Figure 1. Sequential cells coloured by netlist name (run 1).
(1.5 px per µm)
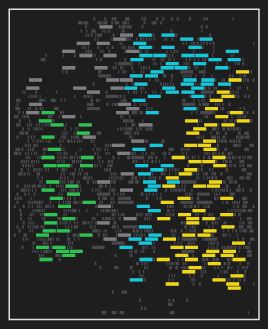
Figure 2. Track usage over the die (run 1).
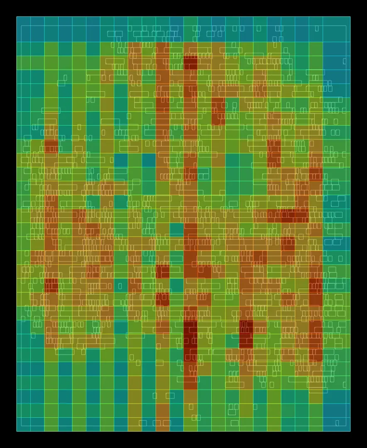
Figure 3. Wires at chosen ports, followed through buffers (run 1).
(2 px per µm)
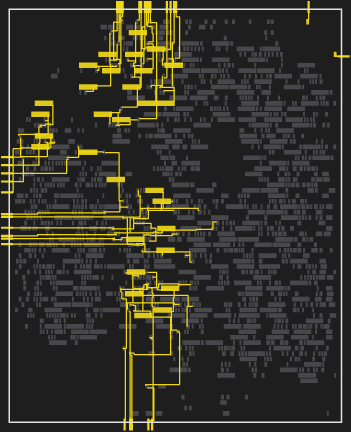
### config.mk
export PLATFORM = sky130hd
export DESIGN_NAME = instruction_fetch_unit
export DESIGN_NICKNAME = d
export VERILOG_FILES = /design/src/rtl/instruction_fetch_unit.sv
export SDC_FILE = /design/constraint.sdc
export NUM_CORES = 1
export LEC_CHECK = 0
export ABC_AREA = 1
export CAP_MARGIN = 15
export CORE_ASPECT_RATIO = 1.25
export CORE_MARGIN = 2
export CORE_UTILIZATION = 30
export DETAILED_ROUTE_END_ITERATION = 16
export MAX_ROUTING_LAYER = met4
export PLACE_DENSITY = 0.59
export SLEW_MARGIN = 40
export SYNTH_ARGS = -nofsm -noshare
export SYNTH_HDL_FRONTEND = slang
export SYNTH_SLANG_ARGS = --single-unit
export TNS_END_PERCENT = 10
### constraint.sdc
create_clock -name clk -period 7.45 [get_ports clk]
set_input_delay 0.745 -clock clk [delete_from_list [all_inputs] [get_ports clk]]
set_output_delay 0.745 -clock clk [all_outputs]
set_load 0.1 [all_outputs]
### src/rtl/instruction_fetch_unit.sv
// Instruction fetch unit: owns the PC, reads one word per cycle from a combinational
// instruction memory, buffers {pc, instr} in a small circular queue and hands it to decode.
module instruction_fetch_unit #(
  parameter logic [31:0] RESET_PC  = 32'h0000_0000,
  parameter int          DEPTH     = 2,
  parameter int          MEM_WORDS = 1024
) (
  input  logic        clk,
  input  logic        reset,
  input  logic        fetch_en,
  output logic [31:0] imem_addr,
  input  logic [31:0] imem_data,
  output logic        out_valid,
  input  logic        out_ready,
  output logic [31:0] out_instr,
  output logic [31:0] out_pc,
  input  logic        redirect_valid,
  input  logic [31:0] redirect_target,
  output logic        halted,
  output logic        misalign_err,
  output logic        range_err,
  output logic [31:0] fetch_count
);

  localparam int PTR_W = (DEPTH > 1) ? $clog2(DEPTH) : 1;
  localparam int CNT_W = PTR_W + 1;
  localparam logic [CNT_W-1:0] DEPTH_C     = CNT_W'(DEPTH);
  localparam logic [31:0]      MEM_WORDS_C = 32'(MEM_WORDS);

  typedef enum logic [0:0] {
    ST_RUN  = 1'b0,
    ST_HALT = 1'b1
  } state_e;

  state_e            state_q, state_d;
  logic [31:0]       pc_q, pc_d;
  logic [PTR_W-1:0]  rd_ptr_q, rd_ptr_d;
  logic [PTR_W-1:0]  wr_ptr_q, wr_ptr_d;
  logic [CNT_W-1:0]  count_q, count_d;
  logic              misalign_q, misalign_d;
  logic              range_q, range_d;
  logic [31:0]       fetch_count_q, fetch_count_d;
  logic [31:0]       q_instr_q [DEPTH];
  logic [31:0]       q_instr_d [DEPTH];
  logic [31:0]       q_pc_q    [DEPTH];
  logic [31:0]       q_pc_d    [DEPTH];

  logic pop_s;
  logic oor_s;
  logic attempt_s;
  logic push_s;

  assign out_valid = (count_q != {CNT_W{1'b0}});
  // A head is only consumed when no redirect is flushing the queue this cycle.
  assign pop_s     = out_valid && out_ready && !redirect_valid;
  assign oor_s     = ({2'b00, pc_q[31:2]} >= MEM_WORDS_C);
  assign attempt_s = (state_q == ST_RUN) && fetch_en && !redirect_valid &&
                     ((count_q < DEPTH_C) || pop_s);
  assign push_s    = attempt_s && !oor_s && (imem_data != 32'h0000_0000);

  assign imem_addr    = pc_q;
  assign out_instr    = out_valid ? q_instr_q[rd_ptr_q] : 32'h0000_0000;
  assign out_pc       = out_valid ? q_pc_q[rd_ptr_q]    : 32'h0000_0000;
  assign halted       = (state_q == ST_HALT);
  assign misalign_err = misalign_q;
  assign range_err    = range_q;
  assign fetch_count  = fetch_count_q;

  // Next-state computation for PC, FSM, queue and status flags.
  always_comb begin
    state_d       = state_q;
    pc_d          = pc_q;
    rd_ptr_d      = rd_ptr_q;
    wr_ptr_d      = wr_ptr_q;
    count_d       = count_q;
    misalign_d    = misalign_q;
    range_d       = range_q;
    fetch_count_d = fetch_count_q;
    q_instr_d     = q_instr_q;
    q_pc_d        = q_pc_q;

    if (redirect_valid) begin
      // Redirect wins over everything: flush, restart at the aligned target.
      state_d  = ST_RUN;
      pc_d     = {redirect_target[31:2], 2'b00};
      rd_ptr_d = {PTR_W{1'b0}};
      wr_ptr_d = {PTR_W{1'b0}};
      count_d  = {CNT_W{1'b0}};
      if (redirect_target[1:0] != 2'b00) begin
        misalign_d = 1'b1;
      end else begin
        misalign_d = misalign_q;
      end
    end else begin
      if (pop_s) begin
        rd_ptr_d = rd_ptr_q + PTR_W'(1'b1);
      end else begin
        rd_ptr_d = rd_ptr_q;
      end

      if (push_s) begin
        q_instr_d[wr_ptr_q] = imem_data;
        q_pc_d[wr_ptr_q]    = pc_q;
        wr_ptr_d            = wr_ptr_q + PTR_W'(1'b1);
        pc_d                = pc_q + 32'd4;
        fetch_count_d       = fetch_count_q + 32'd1;
      end else begin
        wr_ptr_d = wr_ptr_q;
      end

      count_d = count_q + CNT_W'(push_s) - CNT_W'(pop_s);

      // A failed attempt parks the FSM with pc still pointing at the offending word.
      case (state_q)
        ST_RUN: begin
          if (attempt_s && !push_s) begin
            state_d = ST_HALT;
          end else begin
            state_d = ST_RUN;
          end
        end
        ST_HALT: state_d = ST_HALT;
        default: state_d = ST_HALT;
      endcase

      if (attempt_s && oor_s) begin
        range_d = 1'b1;
      end else begin
        range_d = range_q;
      end
    end
  end

  // State registers with asynchronous reset.
  always_ff @(posedge clk or posedge reset) begin
    if (reset) begin
      state_q       <= ST_RUN;
      pc_q          <= RESET_PC;
      rd_ptr_q      <= {PTR_W{1'b0}};
      wr_ptr_q      <= {PTR_W{1'b0}};
      count_q       <= {CNT_W{1'b0}};
      misalign_q    <= 1'b0;
      range_q       <= 1'b0;
      fetch_count_q <= 32'h0000_0000;
      for (int i = 0; i < DEPTH; i++) begin
        q_instr_q[i] <= 32'h0000_0000;
        q_pc_q[i]    <= 32'h0000_0000;
      end
    end else begin
      state_q       <= state_d;
      pc_q          <= pc_d;
      rd_ptr_q      <= rd_ptr_d;
      wr_ptr_q      <= wr_ptr_d;
      count_q       <= count_d;
      misalign_q    <= misalign_d;
      range_q       <= range_d;
      fetch_count_q <= fetch_count_d;
      q_instr_q     <= q_instr_d;
      q_pc_q        <= q_pc_d;
    end
  end

endmodule

==> notes.md, run 1 <==
flow finished, numbers: outcome=complete, no violations, Floorplan Utilization=0.306, die area=34000 µm², Clock power frac=0.420, Root Buffer=clkbuf_16, sequential share of the synthesized area=0.494, deepest clock path buffer count=2, internal power=1.72 mW, RSZ-0062 raised after global routing=no, area fraction in mux cells=0, Top cell excl fill/tap=nand2_1, Flops after synth=193, vias in the first global route=8658, Place WS=3.28 ns, setup ws final=4.04 ns, Critical path buffers and inverters=3, hold buffers post-CTS=0, first-pass GRT wire length=47.1 mm, clkbuf count=23, Vert. Die Dim=206 µm, fin area=12000 µm², Crit path depth=11, Worst Hold Depth=1, hpwl dp=19.6 mm, Logic Gate Count=968, worst path required time=7.83 ns, Arrival @ worst endpoint=3.79 ns, registers=193, met1 Use GR=0.229, Hold EP=range_err, CP Max Fanout=61, core area=32000 µm², Initial DRT Pass Iterations=5, Comb/total area=0.356, ClkCell Share=0.0527, Inst Count DP=1859, CP Launch Point=imem_data[3], CTS-repair resized insts=0, R2R Setup Slk=4.71 ns, commonest cells in the netlist=nand2_1, dfrtp_1, nand4_1, nor2_1, inv_1, Pwr Total=2.37 mW, top_reg_cell synth=dfrtp_1, met2 WL post-DR=14.4 mm, Yosys top cell by area=dfrtp_1, GR Overflow Total=0, cell family with most CP delay=buffers and inverters, Top Layout Cells=nand2_1, dfrtp_1, buf_2, nand4_1, nor2_1, share of cells above drive strength 1=0.123, Cells after Synth=1316, 1st-iter DRT viols=680, R2R depth=9, ys cells=1316, sw frac=0.274, Tool Warnings=28, via count=9065, max incr delay on CP=0.63 ns
-- Figure 1 (at the start) --
Key: yellow = q_instr_q [sequential cells 64]; green = fetch_count [sequential cells 32]; cyan = q_pc_q [sequential cells 60]
P_seq: 1.09 mW
Register Area: 4830 µm²
Final Util: 0.375
flop share of the area: 0.403

-- Figure 2 (at the start) --
Overall Global Routing Usage: 0.183
met3 Resource Use GR: 0.0512
gr busiest metal: met2
met2 Use GR: 0.292
DR WL/cell: 15.9 µm

-- Figure 3 (at the start) --
Key: yellow = imem_addr [bits 32, direction output, edge 15 top, 11 left, 5 bottom, 1 right, end cells 32, wire 2190 µm]
IO Pins: 201
port bufs: 196

--- run 2 (diff from run 1) ---
Clock period 7.45 ns to 3.45 ns, I/O delays scaled along.
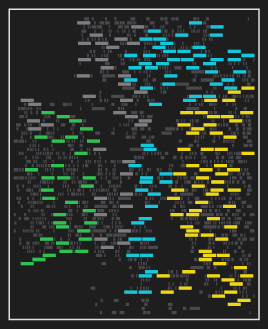
Figure 4: run 2, sequential cells coloured by netlist name.
(1.5 px per µm)
Key: yellow = q_instr_q [sequential cells 64]; cyan = q_pc_q [sequential cells 60]; green = fetch_count [sequential cells 32]
Another 37 sequential cells are not coloured.

==> notes.md, run 2 <==
flow finished, numbers: RSZ-0062 raised after global routing=no, top_reg_cell synth=dfrtp_1, GR Overflow Total=0, Yosys top cell by area=dfrtp_1, outcome=complete, no violations, largest cell class by area=sequential cells, met2 WL post-DR=14.0 mm, flop share of the area=0.397, CP Launch Type=flip-flop, R2R depth=8, 1st-iter DRT viols=698, Well Taps=412, Flops after synth=193, Vert. Die Dim=206 µm, hold buffers post-CTS=0, CP Max Fanout=30, WL final=29.8 mm, IO Pins=201, Hold Vio Cnt, Final=0, Top Layout Cells=nand2_1, dfrtp_1, nand4_1, nor2_1, buf_4, met1 layer wirelength in the final routing=13.3 mm, met2 Use GR=0.290, CTS-repair resized insts=0, core area=32000 µm², setup ws final=0.849 ns, comb area leader=simple AND/OR/NAND/NOR gates, met3 Resource Use GR=0.0427, met1 Use GR=0.229, share of cells above drive strength 1=0.127, critical path endpoint category=primary output, R2R Setup Slk=1.14 ns, Cells after Synth=1316, Place WS=0.591 ns, P_seq=2.35 mW, fin area=12200 µm², die area=34000 µm², ys cells=1316, Logic Gate Count=968, clkbuf count=25, Tool Warnings=30, Top cell by count, worst path=buf_4, Clock Power=1.99 mW, Final Util=0.381, max incr delay on CP=0.44 ns, registers=193, Overall Global Routing Usage=0.181, Initial DRT Pass Iterations=5, CP Launch Point=rd_ptr_q, Critical path buffers and inverters=3, vias in the first global route=8693, port bufs=196, area fraction in mux cells=0, Top cell excl fill/tap=nand2_1, Root Buffer=clkbuf_16, Pwr Total=4.95 mW, clock sinks=193, gr busiest metal=met2, Register Area=4830 µm², sw frac=0.282, distinct lib cells=29, worst path required time=3.11 ns, Arrival @ worst endpoint=2.26 ns, Clock power frac=0.401, Inst Count DP=1865, via count=9026, Floorplan Utilization=0.306, first-pass GRT wire length=46.9 mm, ClkCell Share=0.0484, internal power=3.55 mW, commonest cells in the netlist=nand2_1, dfrtp_1, nand4_1, nor2_1, inv_1, count leader, synth=nand2_1, H-Tree Depth=4, cell family with most CP delay=buffers and inverters, DR WL/cell=15.7 µm, Comb/total area=0.351
--- run 3 (diff from run 2) ---
Clock period 3.45 ns to 2.41 ns, I/O delays scaled along.
==> notes.md, run 3 <==
flow finished, numbers: outcome=complete, no violations, max incr delay on CP=0.43 ns, Top cell excl fill/tap=nand2_1, first-pass GRT wire length=48.2 mm, synth warn=0, sw frac=0.286, syn avg cell area=7.43 µm², met2 WL post-DR=14.8 mm, comb area leader=simple AND/OR/NAND/NOR gates, Inst Count DP=1877, Register Area=4830 µm², Crit path depth=5, Fillers=3244, Tool Warnings=29, Final Util=0.417, R2R depth=9, RSZ-0062 raised after global routing=no, distinct lib cells=29, clock sinks=193, commonest cells in the netlist=nand2_1, dfrtp_1, nand4_1, nor2_1, inv_1, ClkCell Share=0.0452, IO Pins=201, 1st-iter DRT viols=771, R2R Setup Slk=0.32 ns, Comb/total area=0.320, ys async rst share=1.00, vias in the first global route=8903, port bufs=196, met2 Use GR=0.309, H-Tree Depth=4, Top reg by flops=q_instr_q, GR Overflow Total=0, sequential share of the synthesized area=0.494, Critical path buffers and inverters=3, deepest clock path buffer count=2, Flops after synth=193, gr busiest metal=met2, share of cells above drive strength 1=0.135, Root Buffer=clkbuf_16, internal power=5.15 mW, met1 layer wirelength in the final routing=13.0 mm, Logic Gate Count=968, area fraction in mux cells=0, P_seq=3.37 mW, Clock power frac=0.405, Clock Power=2.92 mW, hpwl dp=20.4 mm, Yosys top cell by area=dfrtp_1, critical path endpoint category=primary output, die area=34000 µm², hold buffers post-CTS=0, Cells after Synth=1316, Pwr Total=7.21 mW, Gate power share=0.128, ys cells=1316, CP Launch Point=rd_ptr_q, CP Max Fanout=38, count leader, synth=nand2_1, core area=32000 µm², Top cell by count, worst path=buf_12, registers=193, Vert. Die Dim=206 µm, clkbuf count=20, CTS-repair resized insts=0, top_reg_cell synth=dfrtp_1, met1 Use GR=0.238, fin area=13300 µm², worst path required time=2.17 ns, Final nets=1558, Floorplan Utilization=0.306, fin. max-slew vios=0, flop share of the area=0.362, Arrival @ worst endpoint=2.02 ns, Place WS=0.124 ns, CP max stage cell=dfrtp_2, CP Launch Type=flip-flop, area fraction in compound gates=0.0394, Hold Vio Cnt, Final=0, Logic area=4270 µm², Top Layout Cells=nand2_1, dfrtp_1, nand4_1, nor2_1, buf_4, met3 Resource Use GR=0.0399, cell family with most CP delay=buffers and inverters, largest cell class by area=sequential cells
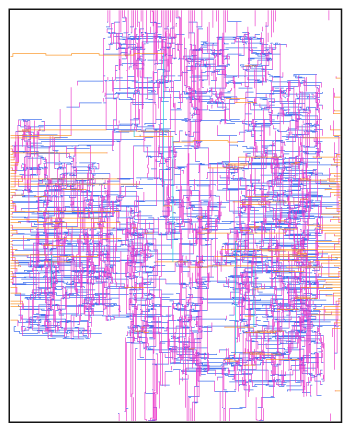
Figure 5: run 3, wiring by layer.
(2 px per µm)
Key: cyan = M4 [wire length 245 µm]; magenta = M2 [wire length 14800 µm]; blue = M1 [wire length 13000 µm]; orange = M3 [wire length 1960 µm]
Overall Global Routing Usage: 0.187
via count: 9232
DR WL/cell: 15.7 µm
WL final: 29.9 mm

Power figures rest on the tool's default switching activity, not on a simulated workload.
